===== src/rtl/action_buffer.sv =====
// Player action store: DEPTH x W registers, write pointer,
// full flag, asynchronous read. Ports: clr_i, wr_i/wr_data_i,
// rd_idx_i/rd_data_o, count_o, full_o.
module action_buffer #(
  parameter int DEPTH = 16,
  parameter int W     = 3,
  parameter int CW    = $clog2(DEPTH + 1)
) (
  input  logic          clock,
  input  logic          reset,
  input  logic          clr_i,
  input  logic          wr_i,
  input  logic [W-1:0]  wr_data_i,
  input  logic [CW-1:0] rd_idx_i,
  output logic [W-1:0]  rd_data_o,
  output logic [CW-1:0] count_o,
  output logic          full_o
);
  localparam int AW = (DEPTH > 1) ? $clog2(DEPTH) : 1;

  logic [W-1:0]  mem_q [DEPTH];
  logic [CW-1:0] cnt_q;

  assign full_o  = cnt_q == CW'(DEPTH);
  assign count_o = cnt_q;

  always_ff @(posedge clock or negedge reset) begin
    if (!reset) begin
      cnt_q <= '0;
      for (int i = 0; i < DEPTH; i++) mem_q[i] <= '0;
    end else if (clr_i) begin
      cnt_q <= '0;
    end else if (wr_i && !full_o) begin
      mem_q[cnt_q[AW-1:0]] <= wr_data_i;
      cnt_q <= cnt_q + 1'b1;
    end
  end

  // Indexes at or past DEPTH read as zero.
  assign rd_data_o = (rd_idx_i < CW'(DEPTH)) ?
                     mem_q[rd_idx_i[AW-1:0]] : '0;

endmodule


===== config.mk =====
export PLATFORM = sky130hd
export DESIGN_NAME = action_buffer
export DESIGN_NICKNAME = d
export VERILOG_FILES = /design/src/rtl/action_buffer.sv
export SDC_FILE = /design/constraint.sdc
export NUM_CORES = 1
export LEC_CHECK = 0
export ABC_CLOCK_PERIOD_IN_PS = 2100
export CORE_MARGIN = 2
export CORE_UTILIZATION = 57
export DETAILED_ROUTE_END_ITERATION = 16
export HOLD_SLACK_MARGIN = 0.12
export PLACE_DENSITY = 0.78
export SLEW_MARGIN = 20
export SYNTH_ARGS = -nofsm -noshare
export SYNTH_HDL_FRONTEND = slang
export SYNTH_SLANG_ARGS = --single-unit

===== constraint.sdc =====
create_clock -name clock -period 2.1 [get_ports clock]
set_clock_uncertainty 0.05 [all_clocks]
set_input_delay 0.525 -clock clock [delete_from_list [all_inputs] [get_ports clock]]
set_output_delay 0.525 -clock clock [all_outputs]
set_load 0.05 [all_outputs]

final_congestion.png
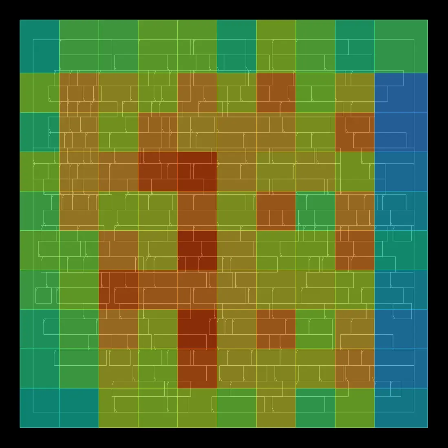
routing usage on met2: 0.3889
Post-Route Utilization: 0.7385

density.png
Scale bar: 20 um. The die is cut into 7 by 7 equal tiles; dark blue is low, red is high, 0 to 100% covered.
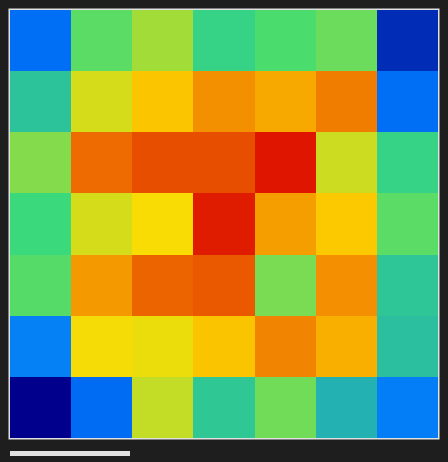
densest ninth of the die = centre
emptiest ninth of the die = south-west
mean over tiles = 62%
tiles over 75% full = 37%
Starting Density: 0.5943
core area: 4354 um^2

drive_strength.png
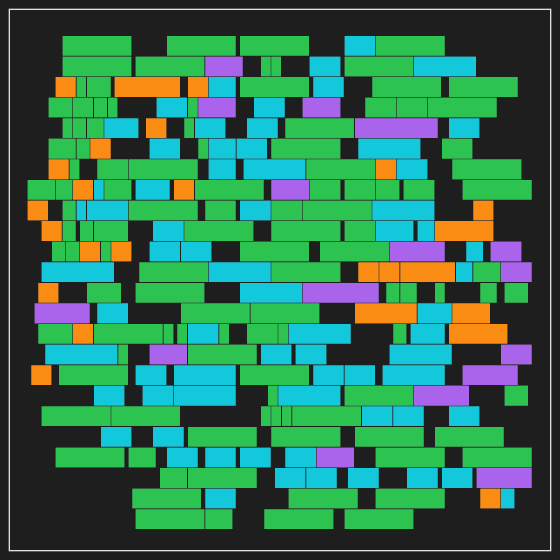
cyan -> drive 2  # cells 68
orange -> drive 3 to 4  # cells 25
green -> drive 1 or less  # cells 112
purple -> drive 6 and up  # cells 16

cell_classes.png
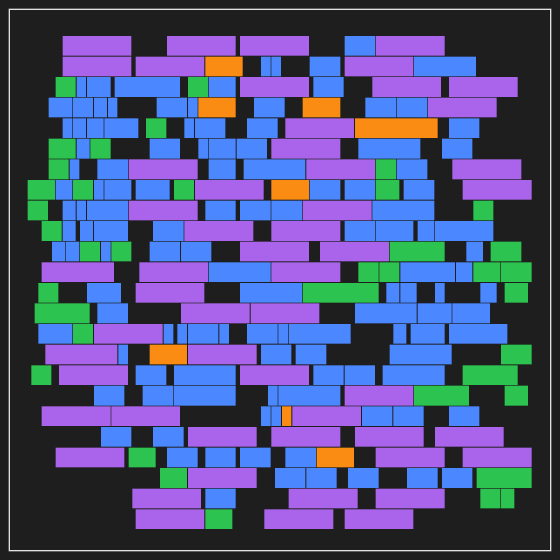
purple -> flip-flops  # cells 53
orange -> clock drivers and dummy loads  # cells 8
blue -> all other logic  # cells 122
green -> other buffers and delay cells  # cells 38
final instance area: 3216 um^2
num rows: 24

wire_density.png
Scale bar: 20 um. The die is cut into 14 by 14 equal tiles; dark blue is low, red is high, scaled to the fullest tile. Values are wire area over tile area, all layers added.
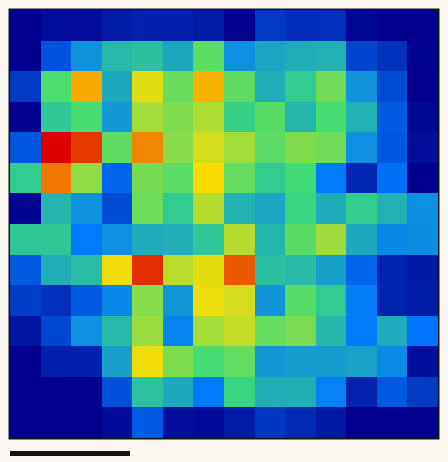
densest ninth of the die = centre
fullest tile = 0.47
mean over tiles = 0.16
tiles over half the peak = 28%

## registers in the layout, summed over array words and instances, names as in the netlist
register	cells
count_o	5
mem_q	48
## final cells by class
class,instances,area (um^2),area share
inverters,5,18.77,0.005837
repair buffers,38,395.4,0.1230
clock buffers,7,86.33,0.02685
flip-flops and latches,53,1329,0.4132
clock inverters,1,30.03,0.009339
well taps,52,65.06,0.02023
multi-input cells,117,1291,0.4016
## layer usage
metal	vias up	global-route usage	wire, um
met5	-	0	0
met4	0	0.06289	60
met3	7	0.04501	193
met2	35	0.3889	2664
met1	847	0.3054	2294
li1	747	-	-
## worst register-to-register path, delay by kind of cell, from the launching register on
family                   cells  cell delay [ns]
buffers and inverters        3             0.29
AND-OR/OR-AND                1             0.16
flip-flops                   1             0.42
adder cells (fa/ha/maj)      1             0.18
AND/OR/NAND/NOR              2             0.53
==> flow_summary_export.csv <==
group,metric,value,unit
run_status,status,"complete, but fails checks",
run_status,failed_checks,"negative setup slack",
synth,topCellsByArea,"dfrtp_1 51%, mux2_2 17%, mux4_2 10%, mux2_1 4.4%, nand2_1 2.2%",
synth,netlist_area,2587,um^2
clock_network,post_cts_resized,19,
power,power_frac_comb,0.141,
synth,ys_sh_simple,0.09429,
synth,syn_nets,199,
grt,grt_overflow,0,
placed_design,numPortBuffers,20,
sta,rsz0062_at_grt,"yes",
grt,antenna_found_initial,0,
grt,grt_max_degree,54,
worst_setup_path,worst-path-buf-inv,3,
synth,postSynthSeqShare,0.5126,
worst_setup_path,worstSetupStartpointType,"input pin",
worst_setup_path,cp_common_cell,"buf_12",
power,p_sw,0.4914,mW
sta,tightest_slew,0.6413,ns
grt,grt_pass1_wl,8907,um
drt,drt_iter0_drc,102,
clock_network,cts_setup_buffers,2,
grt,grt_pass1_vias,1818,
sta,whs,0.2799,ns
sta,hold_viol_final,0,
worst_setup_path,worstPathRequired,1.52,ns
floorplanning,die_area,5094,um^2
worst_setup_path,cp_num_cells,6,
synth,yosysTopAreaCell,"dfrtp_1",
placed_design,placed_area,2998,um^2
synth,top_logic_kind,"multiplexers",
power,p_per_area,659.6,nW/um^2
clock_network,clkTransAtPathRegs,0.08,ns
clock_network,cts_num_sinks,53,
floorplanning,die_h,71.38,um
worst_setup_path,worst-setup-path-type,"input pin to output port",
job,tool_warnings,32,
floorplanning,die_x,71.38,um
sta,finalWorstSetupSlack,-0.2002,ns
worst_setup_path,reg2reg_slack,0.41,ns
synth,ys.flops,53,
placed_design,hpwl,3782,um
synth,ys_sh_adder,0.01934,
power,p_total,2.121,mW
worst_setup_path,critPathCaptureType,"output port",
synth,yosys.area_share.aoi,0.02466,
cells_and_area,fin_cells,273,
clock_network,cts_root_buffer,"clkbuf_8",
worst_setup_path,cp_max_fo,6,
power,p_clk,0.699,mW
grt,grt_util_all_layers,0.2296,
power,p_seq_frac,0.529,
drt,drt-pass1-iter-count,4,
cells_and_area,drive_above_1_share,0.4932,
worst_setup_path,slowest_delay,0.52,ns
worst_setup_path,endpoint,"rd_data_o[0]",
power,pg_comb,0.299,mW
placed_design,numPlacedInstances,260,
drt,antenna_left,0,
cells_and_area,diodes,0,
clock_network,tritoncts,"yes",
power,power.group.top,"sequential cells",
placed_design,gp_congestion,0.8348,
worst_setup_path,critPathSlowestCell,"mux4_2",
power,power.internal,1.630,mW
worst_setup_path,worst-r2r-cell-count,7,
synth,synth.distinct_cells,31,
drt,route.vias.total,1636,
sta,finalCritPeriodShare,1.095,
min_path,hp-class,"input pin to asynchronous set/reset pin",
synth,ys_warn_count,0,
sta,fmax,434.7,MHz
worst_setup_path,path_cells,"buf_12 > buf_12 > mux4_2 > a22oi_2 > a31oi_4 > buf_6",
sta,setup_viol,3,
synth,async_reset_ff_frac,1.000,
clock_network,cts_hold_repair.buffers,0,
synth,ys_cells,183,
synth,edf_count,0,
synth,top_cell,"dfrtp_1",
sta,final.min_clock_period,2.300,ns
clock_network,htreeDepth,2,
worst_setup_path,cp-startpoint,"rd_idx_i[0]",
drt,viasPerCell,5.993,
sta,max_slew_margin,0.5725,
power,irDropWorstVdd,0.3767,mV
worst_setup_path,reg2reg_from,"count_o[1]$_DFFE_PN0P_",
power,p_leak,1.484,nW
sta,maxSlewViolCount,0,
worst_setup_path,cp.arrival,1.73,ns
drt,wl,5212,um
cells_and_area,lay_top_count,"dfrtp_1",
cells_and_area,lay_top_cells,"51 x dfrtp_1, 38 x mux2_2, 19 x buf_4, 13 x nand2_1, 12 x mux4_2",
worst_setup_path,reg2reg_to,"count_o[2]$_DFFE_PN0P_",
power,p_sw_frac,0.2317,
sta,tns,-0.5930,ns
synth,yosys_area,2587,um^2
floorplanning,io_pins,21,
clock_network,clockBufferDepth,2,
placed_design,place_ws,-0.7463,ns
cells_and_area,nets,236,
cells_and_area,area_delta_synth_final,24.27,%
clock_network,clk_latency,0.31,ns
job,maxCapViolCount,0,
synth,ys_sh_mux,0.3211,
drt,drc,0,
synth,ff_type,"dfrtp_1",
synth,synth_cells,183,
power,sequentialPower,1.12,mW
clock_network,cts_buffers,5,
worst_setup_path,crit_family,"multiplexers",
synth,syn_avg_cell_area,14.14,um^2
synth,yosys-top-cells-count,"53 x dfrtp_1, 38 x mux2_2, 15 x nand2_1, 12 x mux4_2, 10 x mux2_1",
cells_and_area,fill_cells,267,
synth,ys_sh_xor,0.006770,
synth,top_cell_area_share,0.5126,
drt,wl_per_cell,19.09,um
power,clkPwrFrac,0.330,
Power and IR drop assume default switching activity.
